[src/rtl/etapa_fetch_pkg.sv]
// etapa_fetch_pkg: shared pipeline definitions for the instruction-fetch stage.
//   - XLEN / ENTRY_W     : instruction/address width and hold-buffer entry width
//   - NOP                : instruction value presented on a bubble
//   - DEFAULT_RESET_PC   : default PC loaded on reset
//   - fetch_state_e      : fetch FSM state encoding (IDLE, BUSY, HOLD, DROP)
//   - fetch_entry_t      : (instruction, PC+4) payload held by the hold buffer
//   - word_align()       : clears address bits [1:0]
package etapa_fetch_pkg;

  localparam int unsigned XLEN    = 32;
  localparam int unsigned ENTRY_W = 2 * XLEN;

  localparam logic [XLEN-1:0] NOP              = 32'h0000_0000;
  localparam logic [XLEN-1:0] DEFAULT_RESET_PC = 32'h0000_0000;
  localparam logic [XLEN-1:0] PC_STEP          = XLEN'(4);
  localparam logic [XLEN-1:0] ALIGN_MASK       = ~XLEN'(3);

  // Fetch FSM states with fixed encodings for compatibility with older tooling.
  typedef enum logic [1:0] {
    FETCH_IDLE = 2'd0,
    FETCH_BUSY = 2'd1,
    FETCH_HOLD = 2'd2,
    FETCH_DROP = 2'd3
  } fetch_state_e;

  // Instruction plus its PC+4, as handed to IF/ID.
  typedef struct packed {
    logic [XLEN-1:0] instr;
    logic [XLEN-1:0] next_pc;
  } fetch_entry_t;

  // Force an address onto a word boundary.
  function automatic logic [XLEN-1:0] word_align(input logic [XLEN-1:0] addr);
    return addr & ALIGN_MASK;
  endfunction

endpackage : etapa_fetch_pkg

[src/rtl/fetch_hold_buffer.sv]
// fetch_hold_buffer: one-entry (instruction, PC+4) register used to park a
// memory response that arrived while the pipeline was stalled.
//   clk    in  rising-edge clock
//   rst_n  in  synchronous active-low reset
//   load   in  capture d this cycle
//   clear  in  empty the entry (wins over load)
//   d      in  entry to capture
//   q      out stored entry
module fetch_hold_buffer
  import etapa_fetch_pkg::*;
(
  input  logic         clk,
  input  logic         rst_n,
  input  logic         load,
  input  logic         clear,
  input  fetch_entry_t d,
  output fetch_entry_t q
);

  fetch_entry_t entry_q;
  fetch_entry_t entry_d;

  // Next-entry selection.
  always_comb begin
    entry_d = entry_q;
    if (clear) begin
      entry_d = '0;
    end else if (load) begin
      entry_d = d;
    end
  end

  // Entry register.
  always_ff @(posedge clk) begin
    if (!rst_n) begin
      entry_q <= '0;
    end else begin
      entry_q <= entry_d;
    end
  end

  assign q = entry_q;

endmodule : fetch_hold_buffer

[src/rtl/etapa_fetch.sv]
// etapa_fetch: instruction-fetch stage of the five-stage MIPS pipeline.
// Owns the PC, fetches from instruction memory over a req/ready handshake,
// applies branch/jump redirects and presents (instruccion, next_pc, valid)
// to the IF/ID register.
//   clk, rst_n        in  clock, synchronous active-low reset
//   stall             in  IF/ID cannot accept this cycle
//   branch_taken/_target  in  redirect from branch resolution (older, wins)
//   jump/jump_target  in  redirect from ID
//   imem_req/addr     out fetch request and word-aligned address (decoded)
//   imem_ready/data   in  memory response strobe and instruction
//   next_pc           out registered PC+4 of the presented instruction
//   instruccion       out registered instruction (NOP on bubble)
//   valid             out presented instruction is real
module etapa_fetch
  import etapa_fetch_pkg::*;
#(
  parameter logic [XLEN-1:0] RESET_PC = DEFAULT_RESET_PC
) (
  input  logic            clk,
  input  logic            rst_n,
  input  logic            stall,
  input  logic            branch_taken,
  input  logic [XLEN-1:0] branch_target,
  input  logic            jump,
  input  logic [XLEN-1:0] jump_target,
  output logic            imem_req,
  output logic [XLEN-1:0] imem_addr,
  input  logic            imem_ready,
  input  logic [XLEN-1:0] imem_data,
  output logic [XLEN-1:0] next_pc,
  output logic [XLEN-1:0] instruccion,
  output logic            valid
);

  fetch_state_e    state_q,     state_d;
  logic [XLEN-1:0] pc_q,        pc_d;
  logic [XLEN-1:0] drop_addr_q, drop_addr_d;
  logic [XLEN-1:0] instr_q,     instr_d;
  logic [XLEN-1:0] next_pc_q,   next_pc_d;
  logic            valid_q,     valid_d;

  logic            redir;
  logic [XLEN-1:0] redir_target;
  logic [XLEN-1:0] pc_plus4;

  logic            buf_load;
  logic            buf_clear;
  fetch_entry_t    buf_in;
  fetch_entry_t    buf_out;

  // Redirect arbitration: branch belongs to the older instruction, so it wins.
  always_comb begin
    redir        = branch_taken | jump;
    redir_target = word_align(branch_taken ? branch_target : jump_target);
  end

  assign pc_plus4 = pc_q + PC_STEP;

  // Parked response for the stall case.
  always_comb begin
    buf_in.instr   = imem_data;
    buf_in.next_pc = pc_plus4;
  end

  fetch_hold_buffer u_hold_buffer (
    .clk   (clk),
    .rst_n (rst_n),
    .load  (buf_load),
    .clear (buf_clear),
    .d     (buf_in),
    .q     (buf_out)
  );

  // Next-state and registered-output logic.
  always_comb begin
    state_d     = state_q;
    pc_d        = pc_q;
    drop_addr_d = drop_addr_q;
    instr_d     = instr_q;
    next_pc_d   = next_pc_q;
    valid_d     = valid_q;
    buf_load    = 1'b0;
    buf_clear   = 1'b0;

    // A redirect flushes regardless of stall.
    if (redir) begin
      valid_d = 1'b0;
      instr_d = NOP;
      pc_d    = redir_target;
    end

    unique case (state_q)
      FETCH_IDLE: begin
        // Memory responses are ignored here; always start fetching next cycle.
        state_d = FETCH_BUSY;
      end

      FETCH_BUSY: begin
        if (redir) begin
          if (!imem_ready) begin
            // Request still in flight: keep its address on the bus and drain it.
            state_d     = FETCH_DROP;
            drop_addr_d = pc_q;
          end
        end else if (imem_ready) begin
          if (!stall) begin
            instr_d   = imem_data;
            next_pc_d = pc_plus4;
            valid_d   = 1'b1;
            pc_d      = pc_plus4;
          end else begin
            buf_load = 1'b1;
            state_d  = FETCH_HOLD;
          end
        end else if (!stall) begin
          valid_d = 1'b0;
          instr_d = NOP;
        end
      end

      FETCH_HOLD: begin
        if (redir) begin
          buf_clear = 1'b1;
          state_d   = FETCH_BUSY;
        end else if (!stall) begin
          instr_d   = buf_out.instr;
          next_pc_d = buf_out.next_pc;
          valid_d   = 1'b1;
          pc_d      = pc_plus4;
          buf_clear = 1'b1;
          state_d   = FETCH_BUSY;
        end
      end

      FETCH_DROP: begin
        // The response for the stale address is discarded. A redirect that
        // lands on the same cycle as that response still only retargets pc:
        // the drained request is gone, so fetching restarts from pc.
        if (imem_ready) begin
          state_d = FETCH_BUSY;
        end
      end

      default: begin
        state_d = FETCH_IDLE;
      end
    endcase
  end

  // State, PC and output registers.
  always_ff @(posedge clk) begin
    if (!rst_n) begin
      state_q     <= FETCH_IDLE;
      pc_q        <= RESET_PC;
      drop_addr_q <= RESET_PC;
      instr_q     <= NOP;
      next_pc_q   <= '0;
      valid_q     <= 1'b0;
    end else begin
      state_q     <= state_d;
      pc_q        <= pc_d;
      drop_addr_q <= drop_addr_d;
      instr_q     <= instr_d;
      next_pc_q   <= next_pc_d;
      valid_q     <= valid_d;
    end
  end

  // Request decode: DROP keeps the stale address stable until it completes.
  always_comb begin
    imem_req  = (state_q == FETCH_BUSY) || (state_q == FETCH_DROP);
    imem_addr = (state_q == FETCH_DROP) ? drop_addr_q : pc_q;
  end

  assign next_pc     = next_pc_q;
  assign instruccion = instr_q;
  assign valid       = valid_q;

endmodule : etapa_fetch

[config.mk]
export PLATFORM = sky130hd
export DESIGN_NAME = etapa_fetch
export DESIGN_NICKNAME = d
export VERILOG_FILES = /design/src/rtl/etapa_fetch_pkg.sv /design/src/rtl/fetch_hold_buffer.sv /design/src/rtl/etapa_fetch.sv
export SDC_FILE = /design/constraint.sdc
export NUM_CORES = 1
export LEC_CHECK = 0
export CAP_MARGIN = 40
export CORE_MARGIN = 1.5
export CORE_UTILIZATION = 46
export CTS_CLUSTER_SIZE = 25
export DETAILED_ROUTE_END_ITERATION = 8
export PLACE_DENSITY = 0.76
export SYNTH_ARGS = -nofsm -noshare
export SYNTH_HDL_FRONTEND = slang
export SYNTH_SLANG_ARGS = --single-unit
[constraint.sdc]
create_clock -name clk -period 2.5 [get_ports clk]
set_input_delay 0.5 -clock clk [delete_from_list [all_inputs] [get_ports clk]]
set_output_delay 0.5 -clock clk [all_outputs]
set_load 0.1 [all_outputs]
io_placement.png
Pins as bars across the die edge, other pins in gray.
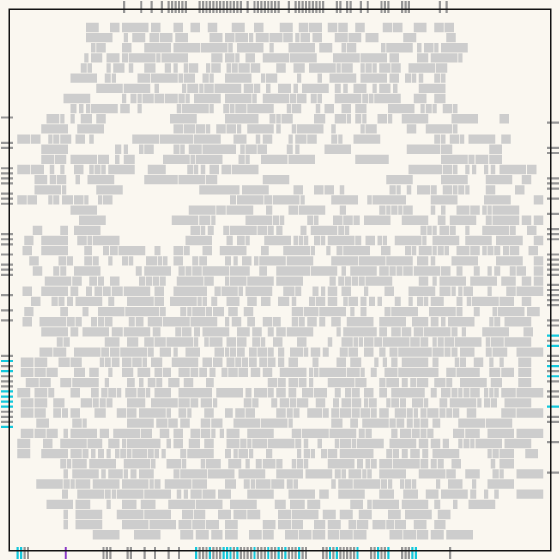
Key: branch_target = cyan [pins 32, direction input, edge 20 bottom, 7 left, 5 right]; clk = purple [pins 1, direction input, edge bottom]
All pins by edge: 70 bottom, 56 top, 39 right, 35 left.

clk_routes.png
Scale bar: 50 µm.
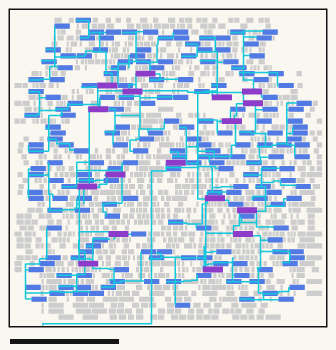
Key: clock wires = cyan [length 2220 µm]; flip-flops = blue [count 195]; clock drivers = purple [count 17]
Position of the flops: all over the die.
power dissipated in the clock network: 2.74 mW
worst clock skew: 0.0130 ns
clock latency of the later-clocked register in the worst-skew pair: 0.43 ns

==> run notes <==
On the backend side, the flow ran end to end.

The cell sitting at the root of the clock tree is a sky130_fd_sc_hd__clkbuf_16. Sorting the Yosys area breakdown by cell type puts at the top sky130_fd_sc_hd__dfxtp_1. Entering global routing, the biggest net connects 89 pins.

The number of global-route vias before repair is between 8000 and 9000. The net count entering floorplan stands at 1225. During placement, the flow inserted port buffers numbering roughly 200. Across every metal layer, demand over resource in global routing totals 0.272. Of the synthesized area, sequential elements account for 0.422. The detailed-route DRC error count stands at 0. Setup repair after global routing left no endpoint under its margin. The first routing iteration left ~670 violations. By instance count, the cell type seen most on the critical path is sky130_fd_sc_hd__buf_12. The critical path data required time stands at roughly 2 ns.

The signal on the critical path passes through ha_1, buf_12, mux2_2, buf_12. The total tool warning count stands at 33. The fraction of cell area in sequential cells is reported as 0.314.

According to the cell report, flip-flops and latches in the layout number ~200. The total of endpoints with negative setup slack in the final report stands at 0. Compared with the post-synthesis result, the final layout area differs by 34.6%. Looking at the critical path, the single cell with the biggest stage delay is sky130_fd_sc_hd__mux2_2. The synthesis log from Yosys contains 0 warnings. The first-pass GRT wire length stands at approximately 44000 µm. The number of nets with antenna violations after detailed routing stands at 0. The power per standard cell area stands at just over 600 nW/µm². The number of inserted diodes stands at 0.

The average vias per placed instance stands at around 5.8. For this run, the chip area from Yosys synthesis comes to ~9200 µm². Of all the cell area in the finished design, the clock network holds 0.0471. The run finished with clean final reports. In the setup report, the worst path falls into the class reg -> out. The layout contains a multi-input combinational cell count of between 800 and 900. The total cell area at the placement stage stands at 11800 µm². Counting along the longest clock path gives a buffer depth of 2. In this run the VDD rail shows a maximum IR drop of 0.000483 V. The total CTS buffers stands at 17.

The smallest clock period supported by the final layout is computed as 2.44 ns. Per the gpl log, the routability congestion estimate is approximately 0.98. The total of flip-flops plus latches after synthesis stands at ~200.

The synthesized area divided by synthesized cell count stands at ~8.3 µm². The cell area after technology mapping stands at between 9000 and 10000 µm². STA classifies the critical path endpoint as an output port. Summing over every cut layer, the via total after detailed routing is approximately 9200.

The OpenROAD report gives the critical path a data arrival time of between 1.5 and 2 ns.
cell_density.png
14 x 14 tiles, from white (low) to dark blue (high), 0 to 100% covered.
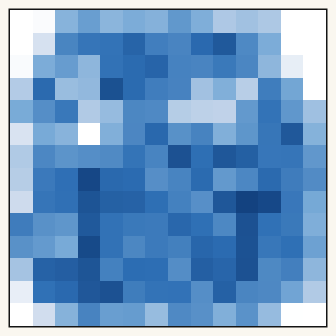
22% of the tiles are over 75% full. The mean over all tiles is 58%. 6.1% of the tiles are nearly empty. The fullest tile reaches 93%.
share of the core filled by cells before placement: 0.472
core area: 19600 µm²
post-layout util: 0.635

## where the power goes
| group | leakage, nW | switching (mW) | internal (mW) |
|---|---|---|---|
| clock network | 0.284 | 1.20 | 1.53 |
| logic | 2.67 | 1.05 | 0.666 |
| registers | 1.58 | 0.0925 | 3.19 |
| total | 4.54 | 2.34 | 5.39 |
## cell usage in the layout, fill, tap and decap left out, types with 15 or more instances in the layout
cell and instances:
sky130_fd_sc_hd__a21oi_1 118, sky130_fd_sc_hd__nand3_1 24, sky130_fd_sc_hd__clkdlybuf4s50_1 97, sky130_fd_sc_hd__mux2_2 31, sky130_fd_sc_hd__nor2_1 77, sky130_fd_sc_hd__buf_4 126
sky130_fd_sc_hd__a22oi_1 35, sky130_fd_sc_hd__buf_12 45, sky130_fd_sc_hd__dfxtp_1 195, sky130_fd_sc_hd__clkbuf_16 17, sky130_fd_sc_hd__o221ai_1 24, sky130_fd_sc_hd__nor3_1 37
sky130_fd_sc_hd__a211oi_1 27, sky130_fd_sc_hd__xnor2_1 15, sky130_fd_sc_hd__nand2_1 182, sky130_fd_sc_hd__a22o_1 32, sky130_fd_sc_hd__o21ai_0 50
## per-stage QoR
step / std cells / worst slack (ns) / utilization / hold WS (ns) / setup TNS (ns)
floorplan: 1119 / -0.320 / - / 0.431 / -0.641
global placement: 1545 / 0.0405 / 0.605 / 0.438 / 0
detailed placement: 1545 / 0.0488 / 0.605 / 0.443 / 0
CTS: 1576 / 0.0665 / 0.635 / 0.453 / 0
global route: 1576 / 0.0205 / 0.635 / 0.469 / 0
finish: 1576 / 0.0576 / 0.635 / 0.453 / 0
## path summary, 6_finish.rpt
kind	start	endpoint	slack, ns	cells after the start
worst max-delay path	state_q[0]$_SDFFE_PN0P_	imem_addr[31]	0.06	4
worst min-delay path	drop_addr_q[18]$_SDFFE_PN0P_	drop_addr_q[18]$_SDFFE_PN0P_	0.45	2
worst max register to register	pc_q[4]$_SDFF_PN0_	pc_q[17]$_SDFF_PN0_	0.17	7
worst min register to register	drop_addr_q[18]$_SDFFE_PN0P_	drop_addr_q[18]$_SDFFE_PN0P_	0.45	2
## flip-flops by register name, summed over array words and instances (netlist names)
register         cells
u_hold_buffer.q     64
next_pc             32
instruccion         32
pc_q                32
valid                1
state_q              2
drop_addr_q         32
## per-layer routing
| layer | GRT usage | vias up | routed length [µm] |
|---|---|---|---|
| met5 | 0 | - | 0 |
| met4 | 0.121 | 0 | 1000 |
| met3 | 0.0375 | 62 | 1630 |
| met2 | 0.439 | 350 | 13400 |
| met1 | 0.361 | 4395 | 12200 |
| li1 | - | 4398 | - |
## worst min-delay path, stage by stage (launching register included)
cell                      delay, ns
sky130_fd_sc_hd__dfxtp_1       0.31
sky130_fd_sc_hd__nand2_1       0.05
sky130_fd_sc_hd__a21oi_1       0.05
## repair_timing
item,in CTS,in global routing
resized,0,1
endpoints found under the hold margin,0,0
endpoints found under the setup margin,0,3
## cell families after synthesis
logic type               Yosys count  synth area share
AND-OR/OR-AND                    351             0.248
XOR/XNOR                          20            0.0189
adder cells (fa/ha/maj)            4           0.00541
buffers and inverters            117            0.0678
flip-flops                       195             0.422
multiplexers                      40            0.0475
AND/OR/NAND/NOR                  392             0.190
No activity file was given, so power comes from the tool's default toggle rates.
